The metal 1 layer:
Bar = 50 um.
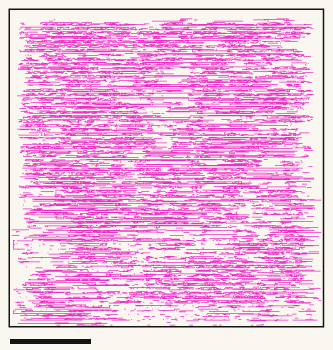
A small window of the routed layout:
Bar = 20 um. Region (72, 112) to (122, 162) um. Cells in grey, sequential cells in the stronger grey; small squares are vias.
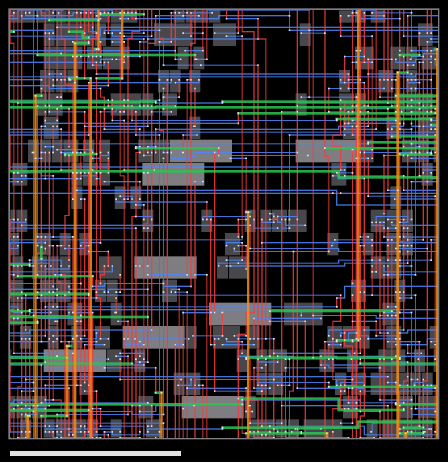
I/O pins on the die edge:
Bar = 50 um. Pins as bars across the die edge, other pins in grey.
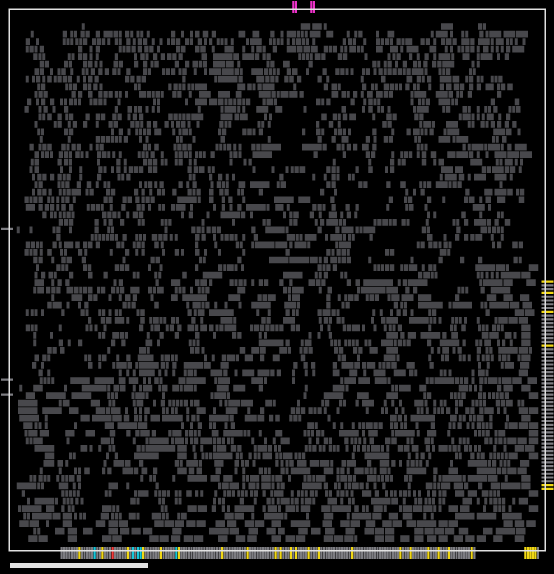
Register map, names as in the netlist:
Bar = 50 um.
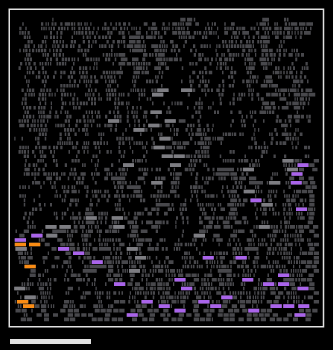
Clock routing:
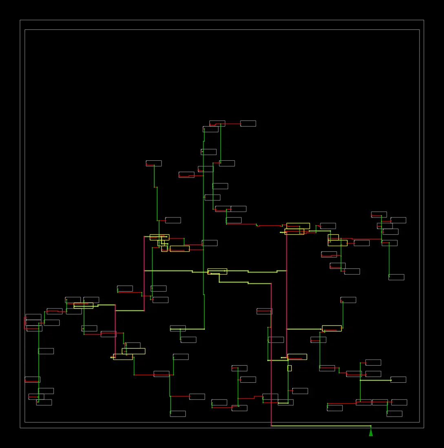
[src/rtl/exe_pkg.sv]
// Shared execute-stage definitions: widths, EXE_CMD codes, muldiv FSM states.
// The EXE_CMD constants are also used by the ID-stage decoder.
package exe_pkg;

    localparam int REG_FILE_ADDR_LEN = 5;
    localparam int EXE_CMD_LEN       = 4;

    localparam logic [EXE_CMD_LEN-1:0] EXE_ADD  = 4'h0;
    localparam logic [EXE_CMD_LEN-1:0] EXE_SUB  = 4'h1;
    localparam logic [EXE_CMD_LEN-1:0] EXE_AND  = 4'h2;
    localparam logic [EXE_CMD_LEN-1:0] EXE_OR   = 4'h3;
    localparam logic [EXE_CMD_LEN-1:0] EXE_NOR  = 4'h4;
    localparam logic [EXE_CMD_LEN-1:0] EXE_XOR  = 4'h5;
    localparam logic [EXE_CMD_LEN-1:0] EXE_SLL  = 4'h6;
    localparam logic [EXE_CMD_LEN-1:0] EXE_SRL  = 4'h7;
    localparam logic [EXE_CMD_LEN-1:0] EXE_SRA  = 4'h8;
    localparam logic [EXE_CMD_LEN-1:0] EXE_SLT  = 4'h9;
    localparam logic [EXE_CMD_LEN-1:0] EXE_MUL  = 4'hA;
    localparam logic [EXE_CMD_LEN-1:0] EXE_DIVU = 4'hB;
    localparam logic [EXE_CMD_LEN-1:0] EXE_REMU = 4'hC;

    typedef enum logic [1:0] {
        MD_IDLE,
        MD_BUSY,
        MD_DONE
    } md_state_e;

    function automatic logic is_muldiv(input logic [EXE_CMD_LEN-1:0] c);
        return (c == EXE_MUL) || (c == EXE_DIVU) || (c == EXE_REMU);
    endfunction

endpackage

[src/rtl/exe_stage_muldiv_iter.sv]
// Iterative 32-step multiply (shift-add) / unsigned divide (restoring).
// Module muldiv_iter; instantiated by exe_stage only under EXE_MULDIV_EN.
module muldiv_iter
    import exe_pkg::*;
(
    input  logic                   clk,
    input  logic                   rst,
    input  logic                   i_start,
    input  logic                   i_step,
    input  logic [EXE_CMD_LEN-1:0] i_op,
    input  logic [31:0]            i_a,
    input  logic [31:0]            i_b,
    output logic [31:0]            o_result,
    output logic                   o_last
);

    logic [EXE_CMD_LEN-1:0] r_op;
    logic [4:0]             r_count;
    logic [31:0]            r_x;
    logic [31:0]            r_y;
    logic [31:0]            r_acc;

    logic [32:0]            w_sh;
    logic                   w_ge;
    logic [31:0]            w_sub;

    // Divider: shift next dividend bit into the partial remainder.
    assign w_sh  = {r_acc, r_x[31]};
    assign w_ge  = w_sh >= {1'b0, r_y};
    assign w_sub = w_sh[31:0] - r_y;

    assign o_last   = i_step && (r_count == 5'd31);
    assign o_result = (r_op == EXE_DIVU) ? r_x : r_acc;

    // Latch operands on start, then run one shift-add or restoring step per cycle.
    always_ff @(posedge clk) begin
        if (!rst) begin
            r_op    <= '0;
            r_count <= '0;
            r_x     <= '0;
            r_y     <= '0;
            r_acc   <= '0;
        end else if (i_start) begin
            r_op    <= i_op;
            r_count <= '0;
            r_x     <= i_a;
            r_y     <= i_b;
            r_acc   <= '0;
        end else if (i_step) begin
            r_count <= r_count + 5'd1;
            if (r_op == EXE_MUL) begin
                if (r_y[0]) begin
                    r_acc <= r_acc + r_x;
                end
                r_x <= {r_x[30:0], 1'b0};
                r_y <= {1'b0, r_y[31:1]};
            end else begin
                r_acc <= w_ge ? w_sub : w_sh[31:0];
                r_x   <= {r_x[30:0], w_ge};
            end
        end
    end

endmodule

[src/rtl/exe_stage.sv]
// MIPS execute stage with MEM/WB forwarding and the EXE/MEM register.
// Optional iterative muldiv unit enabled by defining EXE_MULDIV_EN.
module exe_stage
    import exe_pkg::*;
(
    input  logic                         clk,
    input  logic                         rst,
    input  logic [EXE_CMD_LEN-1:0]       EXE_CMD,
    input  logic [31:0]                  val1,
    input  logic [31:0]                  val2,
    input  logic [31:0]                  ST_value,
    input  logic                         is_imm,
    input  logic [REG_FILE_ADDR_LEN-1:0] src1,
    input  logic [REG_FILE_ADDR_LEN-1:0] src2,
    input  logic [REG_FILE_ADDR_LEN-1:0] dest,
    input  logic                         MEM_R_EN,
    input  logic                         MEM_W_EN,
    input  logic                         WB_EN,
    input  logic [REG_FILE_ADDR_LEN-1:0] wb_dest,
    input  logic                         wb_en,
    input  logic [31:0]                  wb_value,
    output logic [31:0]                  alu_result_out,
    output logic [31:0]                  st_value_out,
    output logic [REG_FILE_ADDR_LEN-1:0] dest_out,
    output logic                         MEM_R_EN_out,
    output logic                         MEM_W_EN_out,
    output logic                         WB_EN_out,
    output logic                         stall
);

    logic        w_mem_ok;
    logic        w_f1_mem, w_f1_wb;
    logic        w_f2_mem, w_f2_wb;
    logic [31:0] w_op1;
    logic [31:0] w_reg2;
    logic [31:0] w_op2;
    logic [31:0] w_st;
    logic [31:0] w_alu;
    logic [31:0] w_res;
    logic        w_stall;
    logic        w_done;
    logic [31:0] w_md_result;

    // A loaded value is not yet available in the MEM stage, so never forward it.
    assign w_mem_ok = WB_EN_out && !MEM_R_EN_out;

    assign w_f1_mem = (src1 != '0) && w_mem_ok && (dest_out == src1);
    assign w_f1_wb  = (src1 != '0) && wb_en && (wb_dest == src1);
    assign w_f2_mem = (src2 != '0) && w_mem_ok && (dest_out == src2);
    assign w_f2_wb  = (src2 != '0) && wb_en && (wb_dest == src2);

    assign w_op1  = w_f1_mem ? alu_result_out :
                    w_f1_wb  ? wb_value : val1;
    assign w_reg2 = w_f2_mem ? alu_result_out :
                    w_f2_wb  ? wb_value : val2;
    assign w_st   = w_f2_mem ? alu_result_out :
                    w_f2_wb  ? wb_value : ST_value;
    assign w_op2  = is_imm ? val2 : w_reg2;

    // Single-cycle ALU; reserved and muldiv codes produce 0 here.
    always_comb begin
        w_alu = '0;
        case (EXE_CMD)
            EXE_ADD: w_alu = w_op1 + w_op2;
            EXE_SUB: w_alu = w_op1 - w_op2;
            EXE_AND: w_alu = w_op1 & w_op2;
            EXE_OR:  w_alu = w_op1 | w_op2;
            EXE_NOR: w_alu = ~(w_op1 | w_op2);
            EXE_XOR: w_alu = w_op1 ^ w_op2;
            EXE_SLL: w_alu = w_op1 << w_op2[4:0];
            EXE_SRL: w_alu = w_op1 >> w_op2[4:0];
            EXE_SRA: w_alu = $unsigned($signed(w_op1) >>> w_op2[4:0]);
            EXE_SLT: w_alu = {31'd0, $signed(w_op1) < $signed(w_op2)};
            default: w_alu = '0;
        endcase
    end

`ifdef EXE_MULDIV_EN
    md_state_e r_state;
    md_state_e w_next;
    logic      w_start;
    logic      w_busy;
    logic      w_last;

    assign w_busy  = (r_state == MD_BUSY);
    assign w_start = (r_state == MD_IDLE) && is_muldiv(EXE_CMD);
    assign w_stall = w_start || w_busy;
    assign w_done  = (r_state == MD_DONE);

    // Muldiv state register.
    always_ff @(posedge clk) begin
        if (!rst) begin
            r_state <= MD_IDLE;
        end else begin
            r_state <= w_next;
        end
    end

    // Muldiv next state: 32 BUSY iterations, then one DONE cycle.
    always_comb begin
        w_next = r_state;
        case (r_state)
            MD_IDLE: if (is_muldiv(EXE_CMD)) w_next = MD_BUSY;
            MD_BUSY: if (w_last) w_next = MD_DONE;
            MD_DONE: w_next = MD_IDLE;
            default: w_next = MD_IDLE;
        endcase
    end

    muldiv_iter u_muldiv (
        .clk      (clk),
        .rst      (rst),
        .i_start  (w_start),
        .i_step   (w_busy),
        .i_op     (EXE_CMD),
        .i_a      (w_op1),
        .i_b      (w_op2),
        .o_result (w_md_result),
        .o_last   (w_last)
    );
`else
    assign w_stall     = 1'b0;
    assign w_done      = 1'b0;
    assign w_md_result = '0;
`endif

    assign stall = w_stall;
    assign w_res = w_done ? w_md_result : w_alu;

    // EXE/MEM register; inserts a bubble while the pipeline is stalled.
    always_ff @(posedge clk) begin
        if (!rst) begin
            alu_result_out <= '0;
            st_value_out   <= '0;
            dest_out       <= '0;
            MEM_R_EN_out   <= 1'b0;
            MEM_W_EN_out   <= 1'b0;
            WB_EN_out      <= 1'b0;
        end else if (w_stall) begin
            alu_result_out <= w_res;
            st_value_out   <= w_st;
            dest_out       <= '0;
            MEM_R_EN_out   <= 1'b0;
            MEM_W_EN_out   <= 1'b0;
            WB_EN_out      <= 1'b0;
        end else begin
            alu_result_out <= w_res;
            st_value_out   <= w_st;
            dest_out       <= dest;
            MEM_R_EN_out   <= MEM_R_EN;
            MEM_W_EN_out   <= MEM_W_EN;
            WB_EN_out      <= WB_EN;
        end
    end

endmodule
[config.mk]
export PLATFORM = sky130hd
export DESIGN_NAME = exe_stage
export DESIGN_NICKNAME = d
export VERILOG_FILES = /design/src/rtl/exe_pkg.sv /design/src/rtl/exe_stage_muldiv_iter.sv /design/src/rtl/exe_stage.sv
export SDC_FILE = /design/constraint.sdc
export NUM_CORES = 1
export LEC_CHECK = 0
export ABC_AREA = 1
export CAP_MARGIN = 20
export CORE_AREA = 2 2 191 193
export CTS_CLUSTER_DIAMETER = 120
export DETAILED_ROUTE_END_ITERATION = 10
export DIE_AREA = 0 0 193 195
export PLACE_DENSITY = 0.7
export SETUP_SLACK_MARGIN = 0.3
export SYNTH_ARGS = -nofsm -noshare
export SYNTH_HDL_FRONTEND = slang
export SYNTH_SLANG_ARGS = --single-unit
[constraint.sdc]
create_clock -name clk -period 13 [get_ports clk]
set_clock_uncertainty 0.1 [all_clocks]
set_input_delay 3.25 -clock clk [delete_from_list [all_inputs] [get_ports clk]]
set_output_delay 3.25 -clock clk [all_outputs]
set_load 0.005 [all_outputs]
==> reports/metrics.cfg <==
[status]
outcome = completed

[setup_path]
worstSetupPathType = input port to flop
cp.depth = 27
crit_buf_inv = 6
start_kind = input port
endpoint = alu_result_out[23]$_SDFF_PN0_
r2r-end = alu_result_out[23]$_SDFF_PN0_
cp_top_family = simple AND/OR/NAND/NOR gates
cpMostUsedCell = nand2_1
worstSetupStartpoint = src2[3]
crit_arrival_ps = 9540
worst_r2r_path_depth = 23
crit_required_ps = 13110
max_stage_delay_ps = 900
r2r-start = dest_out[1]$_SDFF_PN0_
reg2reg_slack_ps = 7390
path_max_fanout = 58
endpoint_kind = flop
cp_slowest_cell = inv_2

[pwr]
power.density_mw_per_mm2 = 78.19
p_clk_share_pct = 22.0
power-top-group = combinational cells
p_comb_share_pct = 58.4
power.total_uw = 1313
sw_frac_of_total_pct = 49.81
switching_power_uw = 654.0
ir_drop_uv = 67.19
p_comb_uw = 766
p_seq_share_pct = 19.6
p_int_uw = 659.0
leakage_uw = 0.008701

[synthesis]
yosysWarnings = 0
syn_avg_cell_area_um2 = 5.281
synthAdderAreaFrac_pct = 9.172
ys_top_cells_by_count = nand2_1 (877), nand3_1 (419), inv_1 (337)
synthCells = 2666
synthArstFlopShare_pct = 0
synth.area.mux_share_pct = 0
ys_cells = 2666
edf_count = 0
synthSimpleGateAreaFrac_pct = 46.61
ys_types = 58
synth_top_area_share_pct = 23.38
yosysSeqAreaShare_pct = 10.24
synth_chip_area_mm2 = 0.01408
yosys.area.top_type = nand2_1
logic_family = simple AND/OR/NAND/NOR gates
flop_cell = dfxtp_1
ys_sh_aoi_pct = 18.83
syn-num-nets = 2927
syn_area_mm2 = 0.01408
ys_ff = 72
synthTopCellsByArea = nand2_1 (23%), nand3_1 (15%), dfxtp_1 (10%), inv_1 (9.0%), ha_1 (8.9%)
synth.most_common_cell = nand2_1

[placed_design]
place_area_mm2 = 0.01647
place_hpwl_um = 60790
dpl_worst_slack_ps = 3484
gp_congestion = 1.031
placedCellCount = 3244

[floorplanning]
coreArea_mm2 = 0.03540
fp_util_pct = 39.77
tap_cells = 461
boundaryPins = 232
die-area_mm2 = 0.03764

[final_layout]
fill_cells = 3983
final_layout_size_suffix_gt1_share_pct = 4.467
inverters = 363
logic_area_mm2 = 0.01061
largest_class = combinational gates
antenna_cells = 2
layout.cells.non_filler = 3261
final_area_mm2 = 0.01679
buf_share_pct = 14.77
layout_top_cells = nand2_1 (875), nand3_1 (419), inv_1 (337)
reg.largest.list = alu_result_out x32, st_value_out x32, dest_out x5
area_delta_synth_final_pct = 19.28
multiInputCombCellCount = 2094
clkCellAreaFrac_pct = 1.907
comb_area_share_pct = 63.16
regArea_mm2 = 0.001441
buffers_excl_clock = 254
nets = 3055
layout_top_cell = nand2_1

[grt]
antenna_found_initial = 2
grt_pass1_wl_um = 110800
grt_overflow = 0
grt.total_usage_pct = 39.56
gr-usage-met3_pct = 6.776
grt_pass1_vias = 17840
top_usage_layer = met2
grt_max_degree = 72
groute.layer.met2.usage_pct = 63.56

[clock_tree]
clk_latency_ps = 370
cts_tree = done
cts_buffer_depth = 2
h-tree-depth = 3
clk_pin_slew_ps = 60
ctsResizeCount = 0
post-cts-setup-buffers = 0
postCtsHoldBufs = 0

[run]
warnings = 94

[hold_path]
holdPathStages = 2
min-delay-start = alu_result_out[2]$_SDFF_PN0_
hold_path.class = flop to flop
whs_endpoint = st_value_out[2]$_SDFF_PN0_

[routing]
drt_iter0_drc = 2461
wl_per_cell_um = 23.41
firstDrtPassIters = 6
met3_length_um = 7033
drc = 0
wl_met2_um = 34440
drt-met1-wl_um = 30280
topRoutingLayerUsed = met5
antenna_left = 0

[final_timing]
grt_setup_unrepaired = no
maxSlewHeadroom_pct = 33.42
setup_ws_ps = 3576
fin_crit_ps = 9424
fmax_mhz = 106.1
hold_viol = 0
worstMarginPinSlew_ps = 996.4
tns_ps = 0
drv_slew = 0
final-setup-viol-count = 0
whs_ps = 415.7

Notes on 'the metal 1 layer' above:
2,817 nets have wire on it. The wires run mostly horizontal. The layer holds 40% of the routed length.
DR vias: 19.10k
GR Util met1: 50.03%
WL final: 76,340 um

Notes on 'a small window of the routed layout' above:
Key: green = met3; red = met2; orange = met4; blue = met1
Sequential cells in the window: 8. 180 logic cells have their middle in the window. Netlist names of flops here include alu_result_out (8). Most frequent: nand2_1 (45), inv_1 (24), a21oi_1 (23).

Notes on 'I/O pins on the die edge' above:
Key: cyan = dest [pins 5, direction input, edge bottom]; yellow = ST_value [pins 32, direction input, edge 26 bottom, 6 right]; red = WB_EN_out [pins 1, direction output, edge bottom]; magenta = EXE_CMD [pins 4, direction input, edge top]
All pins by edge: 169 bottom, 56 right, 4 top, 3 left.
Die Y-Extent: 195 um
IO buf count: 230
die width: 193 um

Notes on 'register map, names as in the netlist' above:
Key: purple = st_value_out [placed flops 32]; orange = dest_out [placed flops 5, where bottom left]
Another 35 sequential cells are not coloured.
fraction of area in registers: 8.584%
P_seq: 258 uW
Final Core Density: 47.44%

Notes on 'clock routing' above:
CTS Buf Count: 9
Clock net power: 289 uW
final sequential cell count: 72
clock sink count: 72
Clock Buffer Count: 10

No activity file was given, so power comes from the tool's default toggle rates.
